**src/rtl/uart_rx_fsm.sv**
```systemverilog
// ---------------------------------------------------------------------------
// uart_rx_fsm
//
// Frame controller for the UART receiver. It detects the start bit and
// walks through the start, data, optional parity and stop bit periods. It
// owns the oversampling edge counter and the bit counter that the sampler,
// deserializer, parity checker and start/stop checks consume. It raises a
// single-cycle data_valid for every frame that arrives without a parity or
// stop error.
//
// Ports:
//   clk          system clock
//   rst          asynchronous active-low reset
//   RX_IN        serial line, idle high
//   PAR_EN       1 = frame carries a parity bit
//   Prescale     oversampling ratio (8, 16 or 32), static during a frame
//   sampled_bit  majority-voted bit from the sampler, valid at the check point
//   par_error    parity checker result, valid from its check point in PARITY
//   edge_count   oversampling tick within the current bit
//   bit_count    bit index: 0 start, 1..8 data, 9 parity/stop, 10 stop
//   dat_samp_en  sampler enable
//   deser_en     one-cycle shift strobe to the deserializer
//   par_chk_en   parity checker enable
//   strt_glitch  one-cycle pulse, start bit rejected
//   stp_err      one-cycle pulse, stop bit sampled low
//   data_valid   one-cycle pulse, frame accepted
// ---------------------------------------------------------------------------
module uart_rx_fsm #(
    parameter int DATA_WIDTH = 8
) (
    input  logic       clk,
    input  logic       rst,
    input  logic       RX_IN,
    input  logic       PAR_EN,
    input  logic [5:0] Prescale,
    input  logic       sampled_bit,
    input  logic       par_error,
    output logic [4:0] edge_count,
    output logic [3:0] bit_count,
    output logic       dat_samp_en,
    output logic       deser_en,
    output logic       par_chk_en,
    output logic       strt_glitch,
    output logic       stp_err,
    output logic       data_valid
);

    typedef enum logic [2:0] {
        IDLE,
        START,
        DATA,
        PARITY,
        STOP,
        DONE
    } state_t;

    state_t      state_q, state_d;
    logic [4:0]  edge_q, edge_d;
    logic [3:0]  bit_q, bit_d;
    logic        par_flag_q, par_flag_d;
    logic        stp_flag_q, stp_flag_d;

    logic [5:0]  lastEdgeVal;
    logic [5:0]  checkPointVal;
    logic        atLastEdge;
    logic        atCheckPoint;
    logic        counting;

    // The check point sits two ticks past the middle of the bit, where the
    // sampler has finished its majority vote.
    assign lastEdgeVal   = Prescale - 6'd1;
    assign checkPointVal = {1'b0, Prescale[5:1]} + 6'd2;
    assign atLastEdge    = ({1'b0, edge_q} == lastEdgeVal);
    assign atCheckPoint  = ({1'b0, edge_q} == checkPointVal);

    // State, counters and error flags; everything returns to zero/IDLE the
    // moment rst drops, even in the middle of a frame.
    always_ff @(posedge clk or negedge rst) begin
        if (!rst) begin
            state_q    <= IDLE;
            edge_q     <= '0;
            bit_q      <= '0;
            par_flag_q <= 1'b0;
            stp_flag_q <= 1'b0;
        end else begin
            state_q    <= state_d;
            edge_q     <= edge_d;
            bit_q      <= bit_d;
            par_flag_q <= par_flag_d;
            stp_flag_q <= stp_flag_d;
        end
    end

    // Next-state logic and flag capture. Errors never hold the FSM back;
    // they only mark the frame so DONE can withhold data_valid.
    always_comb begin
        state_d    = state_q;
        par_flag_d = par_flag_q;
        stp_flag_d = stp_flag_q;
        case (state_q)
            IDLE: begin
                par_flag_d = 1'b0;
                stp_flag_d = 1'b0;
                if (!RX_IN) begin
                    state_d = START;
                end
            end
            START: begin
                if (atCheckPoint && sampled_bit) begin
                    state_d = IDLE;
                end else if (atLastEdge) begin
                    state_d = DATA;
                end
            end
            DATA: begin
                if (atLastEdge && (bit_q == 4'(DATA_WIDTH))) begin
                    state_d = PAR_EN ? PARITY : STOP;
                end
            end
            PARITY: begin
                if (atLastEdge) begin
                    par_flag_d = par_error & PAR_EN;
                    state_d    = STOP;
                end
            end
            STOP: begin
                // The tail of the stop bit is not waited for, so a
                // back-to-back start bit can be caught straight from DONE.
                if (atCheckPoint) begin
                    if (!sampled_bit) begin
                        stp_flag_d = 1'b1;
                    end
                    state_d = DONE;
                end
            end
            DONE: begin
                par_flag_d = 1'b0;
                stp_flag_d = 1'b0;
                state_d    = RX_IN ? IDLE : START;
            end
            default: begin
                state_d = IDLE;
            end
        endcase
    end

    // Counters hold at zero whenever IDLE or DONE is involved on either side
    // of the clock edge, so every START begins at edge 0, bit 0.
    always_comb begin
        counting = (state_q != IDLE) && (state_q != DONE) &&
                   (state_d != IDLE) && (state_d != DONE);
        edge_d   = '0;
        bit_d    = '0;
        if (counting) begin
            if (atLastEdge) begin
                edge_d = '0;
                bit_d  = bit_q + 4'd1;
            end else begin
                edge_d = edge_q + 5'd1;
                bit_d  = bit_q;
            end
        end
    end

    // Output decodes from the registered state and the edge counter only;
    // RX_IN never reaches an output combinationally.
    always_comb begin
        edge_count  = edge_q;
        bit_count   = bit_q;
        dat_samp_en = (state_q == START) || (state_q == DATA) ||
                      (state_q == PARITY) || (state_q == STOP);
        deser_en    = (state_q == DATA) && atCheckPoint;
        par_chk_en  = (state_q == PARITY);
        strt_glitch = (state_q == START) && atCheckPoint && sampled_bit;
        stp_err     = (state_q == STOP) && atCheckPoint && !sampled_bit;
        data_valid  = (state_q == DONE) && !par_flag_q && !stp_flag_q;
    end

endmodule

```
**config.mk**
```make
export PLATFORM = sky130hd
export DESIGN_NAME = uart_rx_fsm
export DESIGN_NICKNAME = d
export VERILOG_FILES = /design/src/rtl/uart_rx_fsm.sv
export SDC_FILE = /design/constraint.sdc
export NUM_CORES = 1
export LEC_CHECK = 0
export CAP_MARGIN = 25
export CORE_UTILIZATION = 40
export DETAILED_ROUTE_END_ITERATION = 7
export PLACE_DENSITY = 0.8
export SETUP_SLACK_MARGIN = 0.15
export SYNTH_ARGS = -nofsm -noshare
export SYNTH_HDL_FRONTEND = slang
export SYNTH_SLANG_ARGS = --single-unit
```
**constraint.sdc**
```tcl
create_clock -name clk -period 2 [get_ports clk]
set_clock_uncertainty 0.15 [all_clocks]
set_input_delay 0.2 -clock clk [delete_from_list [all_inputs] [get_ports clk]]
set_output_delay 0.2 -clock clk [all_outputs]
set_load 0.02 [all_outputs]
```
==> out/qor.yml <==
status: "finished, violations left"
violations: "negative setup slack"
reg2reg_to: "bit_count[2]"
track_usage_pct: 27.8
synth_top_area_share_pct: 31.5
max_clock_freq_ghz: 0.454
crit_path_cell_trace: "buf_6, xor2_1, nand2_2, or4_4, or4_1, a21oi_1"
synthTopLogicFamily: "simple AND/OR/NAND/NOR gates"
simple_gate_share_pct: 25.8
cts_made_buffers: 3
cpPeakStageDelay_ns: 0.57
rows: 18
avgSynthCellArea_um2: 8.48
route.detailed.drc: 0
layout.nets: 230
place_area_um2: 1710
grt_pass1_vias: 1334
cts_tree: "built"
hold_buffers: 0
routabilityCongestion: 0.861
drv_slew: 0
reg2regPathDepth: 6
post-route-util_pct: 86.5
synthesis.instances: 131
dpl.hpwl_um: 2600
finalSetupViolCount: 17
route.detailed.wl_per_inst_um: 21.7
rsz0062_at_grt: "yes"
ant_nets: 0
fin_ws_ns: -0.202
critPathSlowestCell: "or4_4"
peakVddDrop_mv: 1.01
fin_tns_setup_ns: -1.82
period_minus_slack_ns: 2.20
synth_seq_share_pct: 31.5
firstDrtPassIters: 4
cts-root-buf: "clkbuf_4"
synth.most_common_cell: "dfrtp_1"
io_pins: 27
ys_cells: 131
r2r_slack_ns: -0.20
grt_pass1_wl_um: 5770
die_w_um: 54.7
drive_gt1_share_pct: 51.4
critPathKind: "flip-flop to flip-flop"
yosys_warnings: 0
drtIter0Drc: 55
ys_sh_aoi_pct: 15.4
clk_pin_slew_ns: 0.11
design_area_um2: 2200
timing.critical_path.from: "edge_count[1]"
synth_cell_types: 37
yosysTopAreaCell: "dfrtp_1"
maxCapViolCount: 0
insertion_delay_ns: 0.31
crit_end: "bit_count[2]"
clockBufferDepth: 2
startpoint_type: "flip-flop"
antenna_found_initial: 0
cp.required_ns: 2.09
synthesis.area_um2: 1110
adder_share_pct: 7.88
p_leak_nw: 0.976
ys.flops: 14
yosys-top-cells-area: "dfrtp_1 32%, xnor2_1 8.7%, ha_1 7.9%"
core_um2: 2540
cp-end-kind: "flip-flop"
-- logic make-up after synthesis --
logic type	after synthesis
buffers and inverters	15
flip-flops	14
AND/OR/NAND/NOR	52
adder cells (fa/ha/maj)	7
XOR/XNOR	18
AND-OR/OR-AND	25
-- layer usage --
metal	up-vias	share of wire [%]	track usage, %
met1	665	33	24.9
met2	106	52	54.8
met5	-	0	0
met3	41	7.4	6.39
li1	627	-	-
met4	0	7.3	16.2
-- worst min path at each step --
stage / depth (start not counted) / from / to
global placement: 2 / stp_flag_q / stp_flag_q
detailed placement: 2 / stp_flag_q / stp_flag_q
global route: 1 / rst / par_flag_q
finish: 1 / rst / state_q[0]
floorplan: 0 / rst / bit_count[0]
CTS: 1 / rst / state_q[2]
-- state kept, by name (all words and copies together) (netlist names) --
name	count
bit_count	4
edge_count	5
par_flag_q	1
state_q	3
stp_flag_q	1
-- cell usage in the layout, fill, tap and decap left out, types with 4 or more instances in the layout --
master and instances:
a21oi_1 4, buf_4 37, buf_6 20, clkdlybuf4s50_1 12
dfrtp_1 13, ha_1 5, inv_1 9, nand2_1 5
nand2b_1 4, nand3_1 7, nor2_1 5, nor3_4 4
xnor2_1 5, xnor2_2 5, xor2_1 5
-- worst max-delay path: cells and delay by family, from the launching register on --
kind                      cells  cell delay [ns]
and+or+nand+nor               3             1.11
DFF                           1             0.41
xor gates and xnor gates      1             0.18
AOI/OAI and AO/OA             1             0.16
buffers and inverters         1             0.13
-- timing repair --
| item | 4_1_cts | 5_1_grt |
|---|---|---|
| endpoints found under the setup margin | 21 | 21 |
| pin swaps | 15 | 14 |
| gates cloned | 0 | 2 |
| hold endpoints to repair | 0 | 0 |
| resized | 72 | 40 |
| setup buffers | 10 | 6 |
-- stage by stage --
step / power [W] / setup slack (ns) / std cells
after floorplan: 0.00108 / -0.219 / 131
after global placement: 0.00158 / -0.955 / 218
after detailed placement: 0.00162 / -0.997 / 218
after CTS: 0.00198 / -0.142 / 232
after global routing: 0.00255 / -0.292 / 240
final: 0.00244 / -0.202 / 240
-- power by group --
group          total, W  switching, W  internal [W]
combinational   0.00177      0.000912      0.000862
clock          0.000226      0.000114      0.000111
sequential     0.000443     0.0000850      0.000358
total           0.00244       0.00111       0.00133
-- final cells by class --
type | instances | area, um^2
multi-input cells | 103 | 1020
repair buffers | 79 | 718
flip-flops and latches | 14 | 352
fillers | 129 | 344
inverters | 10 | 37.5
well taps | 30 | 37.5
clock buffers | 4 | 36.3
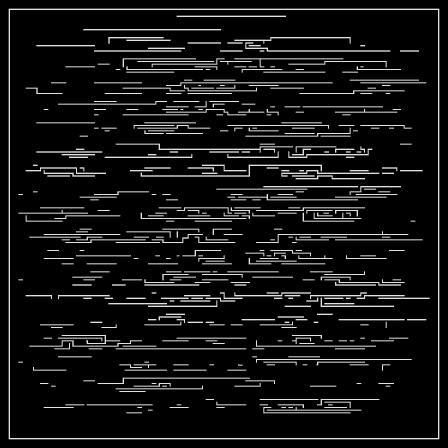
met1.png
The wires run mostly horizontal. The longest straight run is 19.8 um. The layer carries 1740 um of wire. The layer holds 33% of the routed length. 203 nets have wire on it.
Vias: 1439
final wirelength: 5210 um

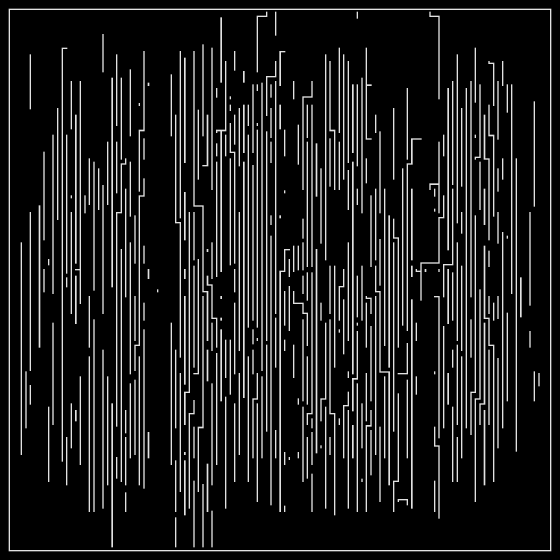
met2.png
The longest straight run is 41.8 um. The wires run mostly vertical. The layer carries 2700 um of wire.

Power figures rest on the tool's default switching activity, not on a simulated workload.
